**config.mk**
```make
export PLATFORM = sky130hd
export DESIGN_NAME = banco_registro_dual_wr
export DESIGN_NICKNAME = d
export VERILOG_FILES = /design/src/rtl/banco_registro_dual_wr.sv
export SDC_FILE = /design/constraint.sdc
export NUM_CORES = 1
export LEC_CHECK = 0
export CORE_UTILIZATION = 40
export DETAILED_ROUTE_END_ITERATION = 7
export GPL_TIMING_DRIVEN = 0
export PLACE_DENSITY = 0.71
export SETUP_SLACK_MARGIN = 0.15
export SLEW_MARGIN = 20
export SYNTH_ARGS = -nofsm -noshare
export SYNTH_HDL_FRONTEND = slang
export SYNTH_SLANG_ARGS = --single-unit
```
**constraint.sdc**
```tcl
create_clock -name clk -period 2.9 [get_ports clk]
set_input_delay 0.87 -clock clk [delete_from_list [all_inputs] [get_ports clk]]
set_output_delay 0.87 -clock clk [all_outputs]
set_load 0.005 [all_outputs]
```
**src/rtl/banco_registro_dual_wr.sv**
```systemverilog
// -----------------------------------------------------------------------------
// banco_registro_dual_wr
// Register bank with two combinational read ports and two write ports. It is
// the main operand store between the datapath and the control FSM.
//  - Write port 1 has priority over port 0 when both target the same address.
//  - Optional read-during-write bypass (BYPASS=1) returns same-cycle write data.
//  - Each register carries a valid bit, set by any write and cleared by reset
//    or by the clear sweep.
//  - A small sequencer clears the bank one entry per cycle on clr_req, without
//    needing a reset. While it runs, writes are dropped and flagged on wr_drop.
//
// Ports
//  clk                 rising-edge clock
//  rst                 asynchronous active-high reset
//  addrRa/addrRb       read addresses
//  datOutRa/datOutRb   read data (combinational)
//  validRa/validRb     valid bit of the addressed register
//  addrW0/datW0/we0    write port 0
//  addrW1/datW1/we1    write port 1 (priority)
//  clr_req             start a clear sweep (sampled at posedge, IDLE only)
//  busy                high while the sweep runs
//  clr_done            one-cycle pulse after the sweep
//  wr_drop             sticky flag: a write was attempted during the sweep
// -----------------------------------------------------------------------------
module banco_registro_dual_wr #(
   parameter int ADDR_W = 3,
   parameter int DATA_W = 4,
   parameter bit BYPASS = 1'b1
) (
   input  logic              clk,
   input  logic              rst,
   input  logic [ADDR_W-1:0] addrRa,
   input  logic [ADDR_W-1:0] addrRb,
   output logic [DATA_W-1:0] datOutRa,
   output logic [DATA_W-1:0] datOutRb,
   output logic              validRa,
   output logic              validRb,
   input  logic [ADDR_W-1:0] addrW0,
   input  logic [DATA_W-1:0] datW0,
   input  logic              we0,
   input  logic [ADDR_W-1:0] addrW1,
   input  logic [DATA_W-1:0] datW1,
   input  logic              we1,
   input  logic              clr_req,
   output logic              busy,
   output logic              clr_done,
   output logic              wr_drop
);

   localparam int DEPTH = 1 << ADDR_W;

   typedef enum logic [1:0] {ST_IDLE, ST_CLEAR, ST_DONE} state_t;

   state_t              r_state;
   logic [ADDR_W-1:0]   r_cnt;
   logic                r_busy;
   logic                r_done;
   logic                r_drop;
   logic [DATA_W-1:0]   r_mem [DEPTH];
   logic [DEPTH-1:0]    r_valid;

   logic [DEPTH-1:0]    w_hit0;
   logic [DEPTH-1:0]    w_hit1;
   logic [DEPTH-1:0]    w_clr;
   logic                w_wr_en;

   // Writes (and bypass) are only honoured outside the sweep.
   assign w_wr_en = (r_state != ST_CLEAR);

   // Per-entry decode of write hits and of the sweep pointer.
   generate
      for (genvar gi = 0; gi < DEPTH; gi++) begin : g_dec
         assign w_hit0[gi] = we0 && (addrW0 == ADDR_W'(gi));
         assign w_hit1[gi] = we1 && (addrW1 == ADDR_W'(gi));
         assign w_clr[gi]  = (r_state == ST_CLEAR) && (r_cnt == ADDR_W'(gi));
      end
   endgenerate

   // Storage: the sweep clear wins, then port 1, then port 0.
   always_ff @(posedge clk or posedge rst) begin
      if (rst) begin
         for (int i = 0; i < DEPTH; i++) begin
            r_mem[i] <= '0;
         end
         r_valid <= '0;
      end else begin
         for (int i = 0; i < DEPTH; i++) begin
            if (w_clr[i]) begin
               r_mem[i]   <= '0;
               r_valid[i] <= 1'b0;
            end else if (w_wr_en && w_hit1[i]) begin
               r_mem[i]   <= datW1;
               r_valid[i] <= 1'b1;
            end else if (w_wr_en && w_hit0[i]) begin
               r_mem[i]   <= datW0;
               r_valid[i] <= 1'b1;
            end
         end
      end
   end

   // Clear sequencer. busy/clr_done are registered alongside the state so
   // they change exactly on the state transitions.
   always_ff @(posedge clk or posedge rst) begin
      if (rst) begin
         r_state <= ST_IDLE;
         r_cnt   <= '0;
         r_busy  <= 1'b0;
         r_done  <= 1'b0;
         r_drop  <= 1'b0;
      end else begin
         case (r_state)
            ST_IDLE: begin
               r_done <= 1'b0;
               if (clr_req) begin
                  r_state <= ST_CLEAR;
                  r_cnt   <= '0;
                  r_busy  <= 1'b1;
               end
            end
            ST_CLEAR: begin
               if (we0 || we1) begin
                  r_drop <= 1'b1;
               end
               // The pointer wraps to 0 on the last entry, ending the sweep.
               r_cnt <= r_cnt + ADDR_W'(1);
               if (r_cnt == ADDR_W'(DEPTH - 1)) begin
                  r_state <= ST_DONE;
                  r_busy  <= 1'b0;
                  r_done  <= 1'b1;
               end
            end
            ST_DONE: begin
               r_done  <= 1'b0;
               r_state <= ST_IDLE;
            end
            default: begin
               r_state <= ST_IDLE;
               r_busy  <= 1'b0;
               r_done  <= 1'b0;
            end
         endcase
      end
   end

   // Read port A: stored data, overridden by a matching same-cycle write.
   always_comb begin
      datOutRa = r_mem[addrRa];
      validRa  = r_valid[addrRa];
      if (BYPASS && w_wr_en) begin
         if (we1 && (addrW1 == addrRa)) begin
            datOutRa = datW1;
            validRa  = 1'b1;
         end else if (we0 && (addrW0 == addrRa)) begin
            datOutRa = datW0;
            validRa  = 1'b1;
         end
      end
   end

   // Read port B: same rules as port A.
   always_comb begin
      datOutRb = r_mem[addrRb];
      validRb  = r_valid[addrRb];
      if (BYPASS && w_wr_en) begin
         if (we1 && (addrW1 == addrRb)) begin
            datOutRb = datW1;
            validRb  = 1'b1;
         end else if (we0 && (addrW0 == addrRb)) begin
            datOutRb = datW0;
            validRb  = 1'b1;
         end
      end
   end

   assign busy     = r_busy;
   assign clr_done = r_done;
   assign wr_drop  = r_drop;

endmodule

```
==> GITHUB_STEP_SUMMARY <==
### Yosys + OpenROAD results

| Metric | Value |
|---|---|
| Nets | 403 |
| Final Util | 0.529 |
| Max Used Layer | met4 |
| Synth warn | 0 |
| Chip area | 0.00929 sq mm |
| Tool warnings | 33 |
| Final wirelength | between 10000 and 15000 um |
| Design Area, Final | around 0.0046 sq mm |
| Slew Limit Fails | 0 |
| Non-clk invs | 12 |
| Port-buffer cells | 22 |
| Switch share | 0.370 |
| Setup WS pre-CTS | -1.33 ns |
| Clock buffer depth | 2 |
| First-pass GRT wire length | between 15000 and 20000 um |
| Initial antenna violation count | 0 |
| Cts hold-fix bufs | 0 |
| Final clock skew | roughly 0.013 ns |
| Min-Delay Endpoint | wr_drop |
| Dpl cells | between 400 and 500 |
| Die height | between 90 and 100 um |
| Met2 WL post-DR | 4720 um |
| Pin count of the biggest net entering global routing | 29 |
| Failing checks | setup timing |
| Area Overhead vs Synth | 28.8% |
| Total power draw | roughly 3.0 mW |
| Clock power frac | 0.166 |
| Max Fanout on Critical Path | 5 |
| Met3 wire len | around 680 um |
| Syn_nets | 340 |
| Level count of the clock H-tree | 2 |
| Fin crit period | approximately 3.1 ns |
| Count of final setup violators | 10 |
| Grt total ovfl | 0 |
| Final setup margin | -0.152 ns |
| Cell row count | 34 |
| LEAKAGE | 2.16 nW |
| Comb area leader | multiplexers |
| Most frequent cells after synthesis | 89 x mux2i_1, 48 x dfrtp_1, 40 x nand2_1, 20 x mux4_2, 13 x buf_2 |
| Clock latency on the worst-skew pair | approximately 0.31 ns |
| Req. time, crit path | 2.03 ns |
| Adder Share, Synth | 0.0211 |
| Clock buffers and inverters, area share | 0.0243 |
| Share of cells above drive strength 1 | 0.346 |
| Dpl cell area | about 0.004 sq mm |
| Clock transition at path regs | ~0.10 ns |
| Max-cap violations | 0 |
| Status | finished with violations |
| RSZ-0062 raised after global routing | yes |
| Hpwl dp | 7080 um |
| Sequential share of power | 0.389 |
| Number of flip-flops in the largest register | 32 |
| Routing usage on met1 | 0.332 |
| Worst hold path type | reg2reg |
| Layout non-clock buf frac | 0.172 |
| Hold path depth | 1 |
power by group through the flow:
stage / logic, mW / registers (mW) / clock network (mW)
final: 1.33 / 1.16 / 0.495
after global routing: 1.45 / 1.20 / 0.526
after CTS: 1.32 / 1.16 / 0.502
after detailed placement: 1.29 / 1.17 / 0
after global placement: 1.24 / 1.15 / 0
after floorplan: 0.896 / 1.09 / 0
timing repair:
item / in CTS / in global routing
resized: 113 / 6
setup buffers: 32 / 1
setup endpoints to repair: 10 / 10
pin swaps: 15 / 6
worst max-delay path, cell delays in order:
cell,delay [ns]
buf_12,0.11
xnor2_2,0.15
nand4_1,0.14
buf_4,0.17
a21oi_4,0.19
buf_6,0.14
buf_6,0.09
mux2i_1,0.18
buf_2,0.14
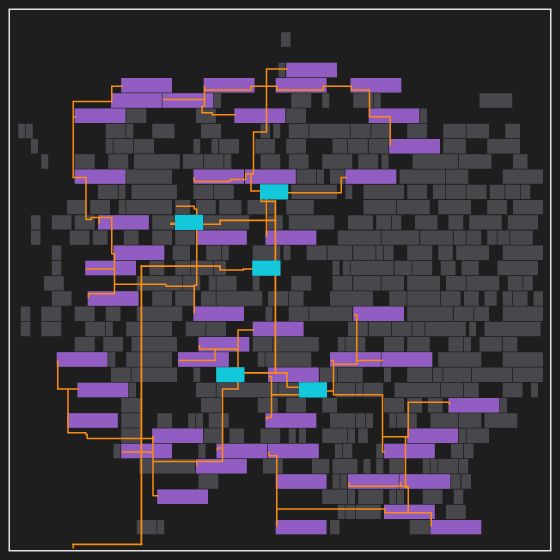
Figure 1: clock distribution.
- purple: flip-flops (count 48)
- orange: clock wires (length 661 um)
- cyan: clock drivers (count 5)
- routed clock nets: 6

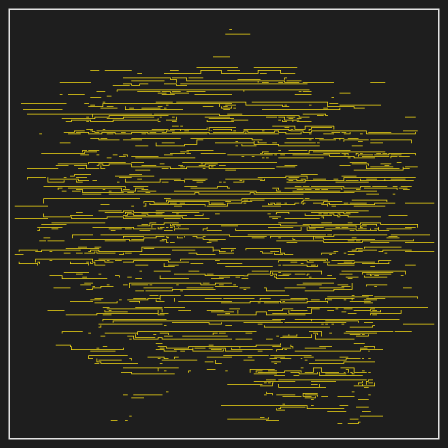
Figure 2: metal 1.
- main direction: horizontal
- longest straight run: 47.8 um
- nets with wire on the layer: 359

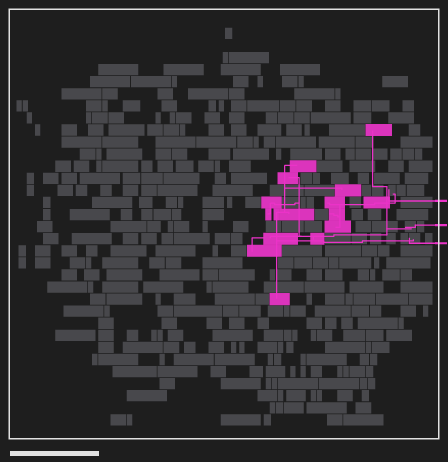
Figure 3: port wiring.
The bar under the picture is 20 um long.
- magenta: addrW0 (bits 3; direction input; edge east; end cells 16; wire 228 um)

No activity file was given, so power comes from the tool's default toggle rates.
